<file path="src/rtl/stdlib_arb_pkg.sv">
// Shared defaults and index helpers for the round-robin arbiter and its one-hot encoder.
package stdlib_arb_pkg;

    localparam int DEF_N = 4;
    localparam int DEF_W = 8;

    // Index width for n requesters; never narrower than one bit.
    function automatic int idx_w(input int n);
        return (n <= 2) ? 1 : $clog2(n);
    endfunction

    typedef logic [idx_w(DEF_N)-1:0] idx_t;

endpackage

</file>
<file path="src/rtl/stdlib_rr_arbiter_if.sv">
// Request/grant bundle between N requesters, the arbiter and one downstream consumer.
interface stdlib_rr_arbiter_if
    import stdlib_arb_pkg::*;
#(
    parameter int N = DEF_N,
    parameter int W = DEF_W
);

    localparam int IW = idx_w(N);

    logic [N-1:0]   io_in_valid;
    logic [N-1:0]   io_in_ready;
    logic [N*W-1:0] io_in_bits;
    logic [N-1:0]   io_in_last;
    logic           io_out_valid;
    logic           io_out_ready;
    logic [W-1:0]   io_out_bits;
    logic           io_out_last;
    logic [IW-1:0]  io_chosen;

    // Arbiter side: consumes requests, drives the arbitrated stream.
    modport master (
        input  io_in_valid, io_in_bits, io_in_last, io_out_ready,
        output io_in_ready, io_out_valid, io_out_bits, io_out_last, io_chosen
    );

    // Environment side: requesters plus downstream consumer.
    modport slave (
        output io_in_valid, io_in_bits, io_in_last, io_out_ready,
        input  io_in_ready, io_out_valid, io_out_bits, io_out_last, io_chosen
    );

endinterface

</file>
<file path="src/rtl/stdlib_oh_to_uint.sv">
// One-hot to binary index encoder built as a recursive OR-fold of halves; all-zero input gives 0.
module stdlib_oh_to_uint
    import stdlib_arb_pkg::*;
#(
    parameter int N = DEF_N
) (
    input  logic [N-1:0]          oh_i,
    output logic [idx_w(N)-1:0]   idx_o
);

    generate
        if (N <= 2) begin : g_leaf
            assign idx_o = oh_i[N-1];
        end else begin : g_fold
            localparam int H = N / 2;

            logic [H-1:0]           lo;
            logic [H-1:0]           hi;
            logic [H-1:0]           folded;
            logic [idx_w(H)-1:0]    sub_idx;

            assign lo     = oh_i[H-1:0];
            assign hi     = oh_i[N-1:H];
            // With a one-hot input, the MSB is "hit in upper half" and the rest is the
            // index of the hit within whichever half holds it.
            assign folded = lo | hi;

            stdlib_oh_to_uint #(
                .N (H)
            ) u_sub (
                .oh_i  (folded),
                .idx_o (sub_idx)
            );

            assign idx_o = {(|hi), sub_idx};
        end
    endgenerate

endmodule

</file>
<file path="src/rtl/stdlib_rr_arbiter.sv">
// Round-robin arbiter over N valid/ready requesters with a combinational grant path.
// Define STDLIB_RR_ARBITER_LOCK_EN to hold the grant on one requester until its last beat.
module stdlib_rr_arbiter
    import stdlib_arb_pkg::*;
#(
    parameter int N = DEF_N,
    parameter int W = DEF_W
) (
    input  logic                clk,
    input  logic                reset,
    stdlib_rr_arbiter_if.master io
);

    localparam int            IW      = idx_w(N);
    localparam logic [IW-1:0] PTR_RST = IW'(N - 1);

    logic [IW-1:0] ptr_q;
    logic [IW-1:0] ptr_d;

    logic [N-1:0]  rr_grant;
    logic [N-1:0]  grant;
    logic [IW-1:0] cand;
    logic          found;
    logic [IW-1:0] chosen;
    logic          arb_valid;
    logic          out_valid;
    logic          fire;
    logic [W-1:0]  sel_bits;
    logic          sel_last;

    // Scan ptr+1, ptr+2, ... wrapping, ptr itself last; N is a power of two so the
    // IW-bit add wraps modulo N for free.
    always_comb begin
        rr_grant = '0;
        found    = 1'b0;
        cand     = '0;
        for (int k = 1; k <= N; k++) begin
            cand = ptr_q + IW'(k);
            if (!found && io.io_in_valid[cand]) begin
                rr_grant[cand] = 1'b1;
                found          = 1'b1;
            end
        end
    end

`ifdef STDLIB_RR_ARBITER_LOCK_EN
    logic          lock_q;
    logic          lock_d;
    logic [IW-1:0] lock_idx_q;
    logic [IW-1:0] lock_idx_d;

    always_comb begin
        grant     = rr_grant;
        arb_valid = |io.io_in_valid;
        if (lock_q) begin
            grant             = '0;
            grant[lock_idx_q] = 1'b1;
            arb_valid         = io.io_in_valid[lock_idx_q];
        end
    end

    always_comb begin
        lock_d     = lock_q;
        lock_idx_d = lock_idx_q;
        if (fire) begin
            if (sel_last) begin
                lock_d = 1'b0;
            end else begin
                lock_d     = 1'b1;
                lock_idx_d = chosen;
            end
        end
    end

    always_ff @(posedge clk or posedge reset) begin
        if (reset) begin
            lock_q     <= 1'b0;
            lock_idx_q <= '0;
        end else begin
            lock_q     <= lock_d;
            lock_idx_q <= lock_idx_d;
        end
    end
`else
    always_comb begin
        grant     = rr_grant;
        arb_valid = |io.io_in_valid;
    end
`endif

    stdlib_oh_to_uint #(
        .N (N)
    ) u_oh_to_uint (
        .oh_i  (grant),
        .idx_o (chosen)
    );

    // AND-OR payload mux keyed directly by the one-hot grant.
    always_comb begin
        sel_bits = '0;
        sel_last = 1'b0;
        for (int i = 0; i < N; i++) begin
            if (grant[i]) begin
                sel_bits = sel_bits | io.io_in_bits[i*W +: W];
                sel_last = sel_last | io.io_in_last[i];
            end
        end
    end

    // Handshakes are forced low while reset is held, independent of the clock.
    assign out_valid       = arb_valid & ~reset;
    assign fire            = out_valid & io.io_out_ready;

    assign io.io_out_valid = out_valid;
    assign io.io_in_ready  = reset ? '0 : (grant & {N{io.io_out_ready}});
    assign io.io_out_bits  = sel_bits;
    assign io.io_out_last  = sel_last;
    assign io.io_chosen    = chosen;

    always_comb begin
        ptr_d = ptr_q;
        if (fire) begin
            ptr_d = chosen;
        end
    end

    always_ff @(posedge clk or posedge reset) begin
        if (reset) begin
            ptr_q <= PTR_RST;
        end else begin
            ptr_q <= ptr_d;
        end
    end

endmodule

</file>
<file path="src/flat_wrapper.sv">
// flat-port wrapper written by rule: the top's interface ports become plain ports
module stdlib_rr_arbiter_flat import stdlib_arb_pkg::*;
#(
    parameter int N = DEF_N,
    parameter int W = DEF_W
)
  (clk, reset, io_io_in_valid, io_io_in_bits, io_io_in_last, io_io_out_ready, io_io_in_ready, io_io_out_valid, io_io_out_bits, io_io_out_last, io_io_chosen);
  stdlib_rr_arbiter_if #(.N(N), .W(W)) io_i ();
  input  logic clk;
  input  logic reset;
  input wire logic [$bits(io_i.io_in_valid)-1:0] io_io_in_valid;
  input wire logic [$bits(io_i.io_in_bits)-1:0] io_io_in_bits;
  input wire logic [$bits(io_i.io_in_last)-1:0] io_io_in_last;
  input wire logic [$bits(io_i.io_out_ready)-1:0] io_io_out_ready;
  output wire logic [$bits(io_i.io_in_ready)-1:0] io_io_in_ready;
  output wire logic [$bits(io_i.io_out_valid)-1:0] io_io_out_valid;
  output wire logic [$bits(io_i.io_out_bits)-1:0] io_io_out_bits;
  output wire logic [$bits(io_i.io_out_last)-1:0] io_io_out_last;
  output wire logic [$bits(io_i.io_chosen)-1:0] io_io_chosen;
  assign io_i.io_in_valid = io_io_in_valid;
  assign io_i.io_in_bits = io_io_in_bits;
  assign io_i.io_in_last = io_io_in_last;
  assign io_i.io_out_ready = io_io_out_ready;
  assign io_io_in_ready = io_i.io_in_ready;
  assign io_io_out_valid = io_i.io_out_valid;
  assign io_io_out_bits = io_i.io_out_bits;
  assign io_io_out_last = io_i.io_out_last;
  assign io_io_chosen = io_i.io_chosen;
  stdlib_rr_arbiter #(.N(N), .W(W)) u_core (.clk(clk), .reset(reset), .io(io_i));
endmodule
</file>
<file path="config.mk">
export PLATFORM = sky130hd
export DESIGN_NAME = stdlib_rr_arbiter_flat
export DESIGN_NICKNAME = d
export VERILOG_FILES = /design/src/rtl/stdlib_arb_pkg.sv /design/src/rtl/stdlib_rr_arbiter_if.sv /design/src/rtl/stdlib_oh_to_uint.sv /design/src/rtl/stdlib_rr_arbiter.sv /design/src/flat_wrapper.sv
export SDC_FILE = /design/constraint.sdc
export NUM_CORES = 1
export LEC_CHECK = 0
export ABC_AREA = 1
export CORE_UTILIZATION = 39
export CTS_BUF_LIST = sky130_fd_sc_hd__clkbuf_4
export DETAILED_ROUTE_END_ITERATION = 12
export PLACE_DENSITY = 0.81
export SLEW_MARGIN = 15
export SYNTH_ARGS = -nofsm -noshare
export SYNTH_HDL_FRONTEND = slang
export SYNTH_HIERARCHICAL = 1
export SYNTH_SLANG_ARGS = --single-unit
</file>
<file path="constraint.sdc">
create_clock -name clk -period 5.6 [get_ports clk]
set_input_delay 1.12 -clock clk [delete_from_list [all_inputs] [get_ports clk]]
set_output_delay 1.12 -clock clk [all_outputs]
set_load 0.005 [all_outputs]
</file>
Figure 1. M3 wires.
Drawn at 6 px/um. Cells faint in the background.
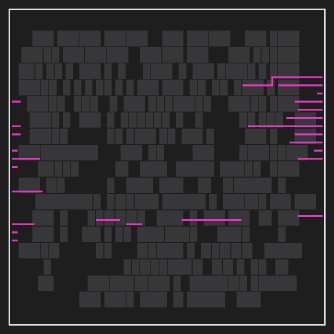
main direction: horizontal
wire length on this layer: 102 um
share of all routed wire: 3.3%
DR vias: 1,216
GRT met3 Usage: 0.005797
DRT Wirelength: 3060 um

Figure 2. Cells by drive strength.
Drawn at 8 px/um.
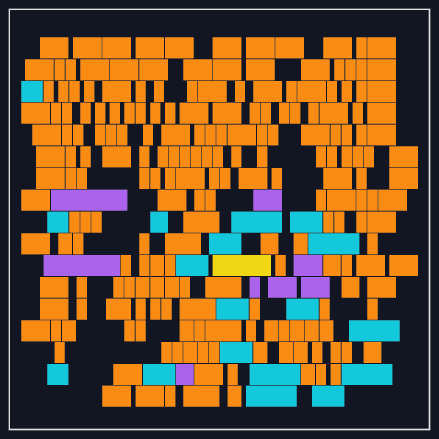
| color | size | cells | share |
|---|---|---|---|
| yellow | drive 6 and up | 1 | 0.43% |
| orange | drive 1 or less | 207 | 88% |
| cyan | drive 3 to 4 | 18 | 7.7% |
| purple | drive 2 | 8 | 3.4% |
area grow syn2layout: 63.04%
design area: 1612 sq um

==> Slide: Implementation Results <==
Key Metrics from the Run

Clock tree
  – Worst skew pair latency: 230 ps
  – Total clock sinks: 2
  – Clock tree buffer depth: 2
  – CTS tree: done
  – Postcts setup bufs: 0
  – Hold-fix buffers at CTS: 0
  – PostCTS Resize Cnt: 0

Final timing
  – Final hold slack: 668.2 ps
  – Relative slew slack: 0.8370
  – Fin Setup TNS: 0 ps
  – Final Critical Period: 4365 ps
  – Period Utilization, post-route: 0.7794
  – Clk_skew: 1.161 ps

Pwr
  – Sequential Power Share: 0.043
  – Sequential group power: 47.6 uW
  – Clk. pwr: 33.4 uW
  – Comb power frac: 0.927
  – Clock Power Share: 0.030
  – NetSw: 585.9 uW
  – Total power: 1.105 mW
  – Leakage: 0.8926 nW

Drt
  – Initial DRC count: 21
  – M1 WL: 1339 um
  – Routed WL per cell: 11.68 um
  – Drt pass-1 iters: 5
  – Max Used Layer: met3
  – Met3 wire length: 101 um
  – Vias per cell: 4.641
  – Post-detailed-route DRC marker count: 0
  – Antenna viol nets, final: 0

Global route
  – M1 GR Usage: 0.2723
  – Number of global-route vias before repair: 1,111
  – GRT overflow: 0
  – First-pass GRT wire length: 4705 um
  – Layer with the highest usage: met2
  – GRT Util Overall: 0.2247

Cells and area
  – Most flops, register: u_core/ptr_q
  – Combinational Area: 787.0 sq um
  – Filler cells: 205
  – Antenna cells: 0
  – Nets: 285
  – Count of non-CTS inverters in the layout: 35
  – Largest register FFs: 2
  – NonClk Buf Share: 0.3602
  – Post-Layout Cell Count: 262
  – Highest-count logic cell in the final layout: nand2_1
  – Most frequent cells in the layout: 85 x nand2_1, 58 x clkdlybuf4s50_1, 33 x inv_1, 16 x nand3_1, 8 x nand2_4
  – Top Registers: u_core/ptr_q x2

Setup path
  – CP max FO: 10
  – CP Launch Type: input port
  – End of the critical path: io_io_out_bits[3]
  – Sequence of cells on the critical path: clkdlybuf4s50_1, nand2_1, nand3_1, nand2_1, inv_1, nand3_2, nand3_4, nand2_1, nand2_1, inv_1, nand2_1, clkdlybuf4s50_1
  – Critical path type: in -> out
  – Worst Path Arrival: 3240 ps
  – FF-to-FF Start: u_core/ptr_q[0]
  – R2R Path End: u_core/ptr_q[0]
  – Worst path depth: 12
  – Reg2reg setup slack: 3200 ps

Synthesis
  – Mean post-synth cell area: 5.648 sq um

Die
  – Core area: 2297 sq um
  – Ports: 59
  – Die width: 52.35 um
  – FP Rows: 17
  – Die ar.: 2740 sq um

Outcome
  – Status: finished clean

Placed design
  – RePlAce Congestion: 0.8895
  – PortBufs: 58
  – DPL Wire Length: 2525 um
No activity file was given, so power comes from the tool's default toggle rates.
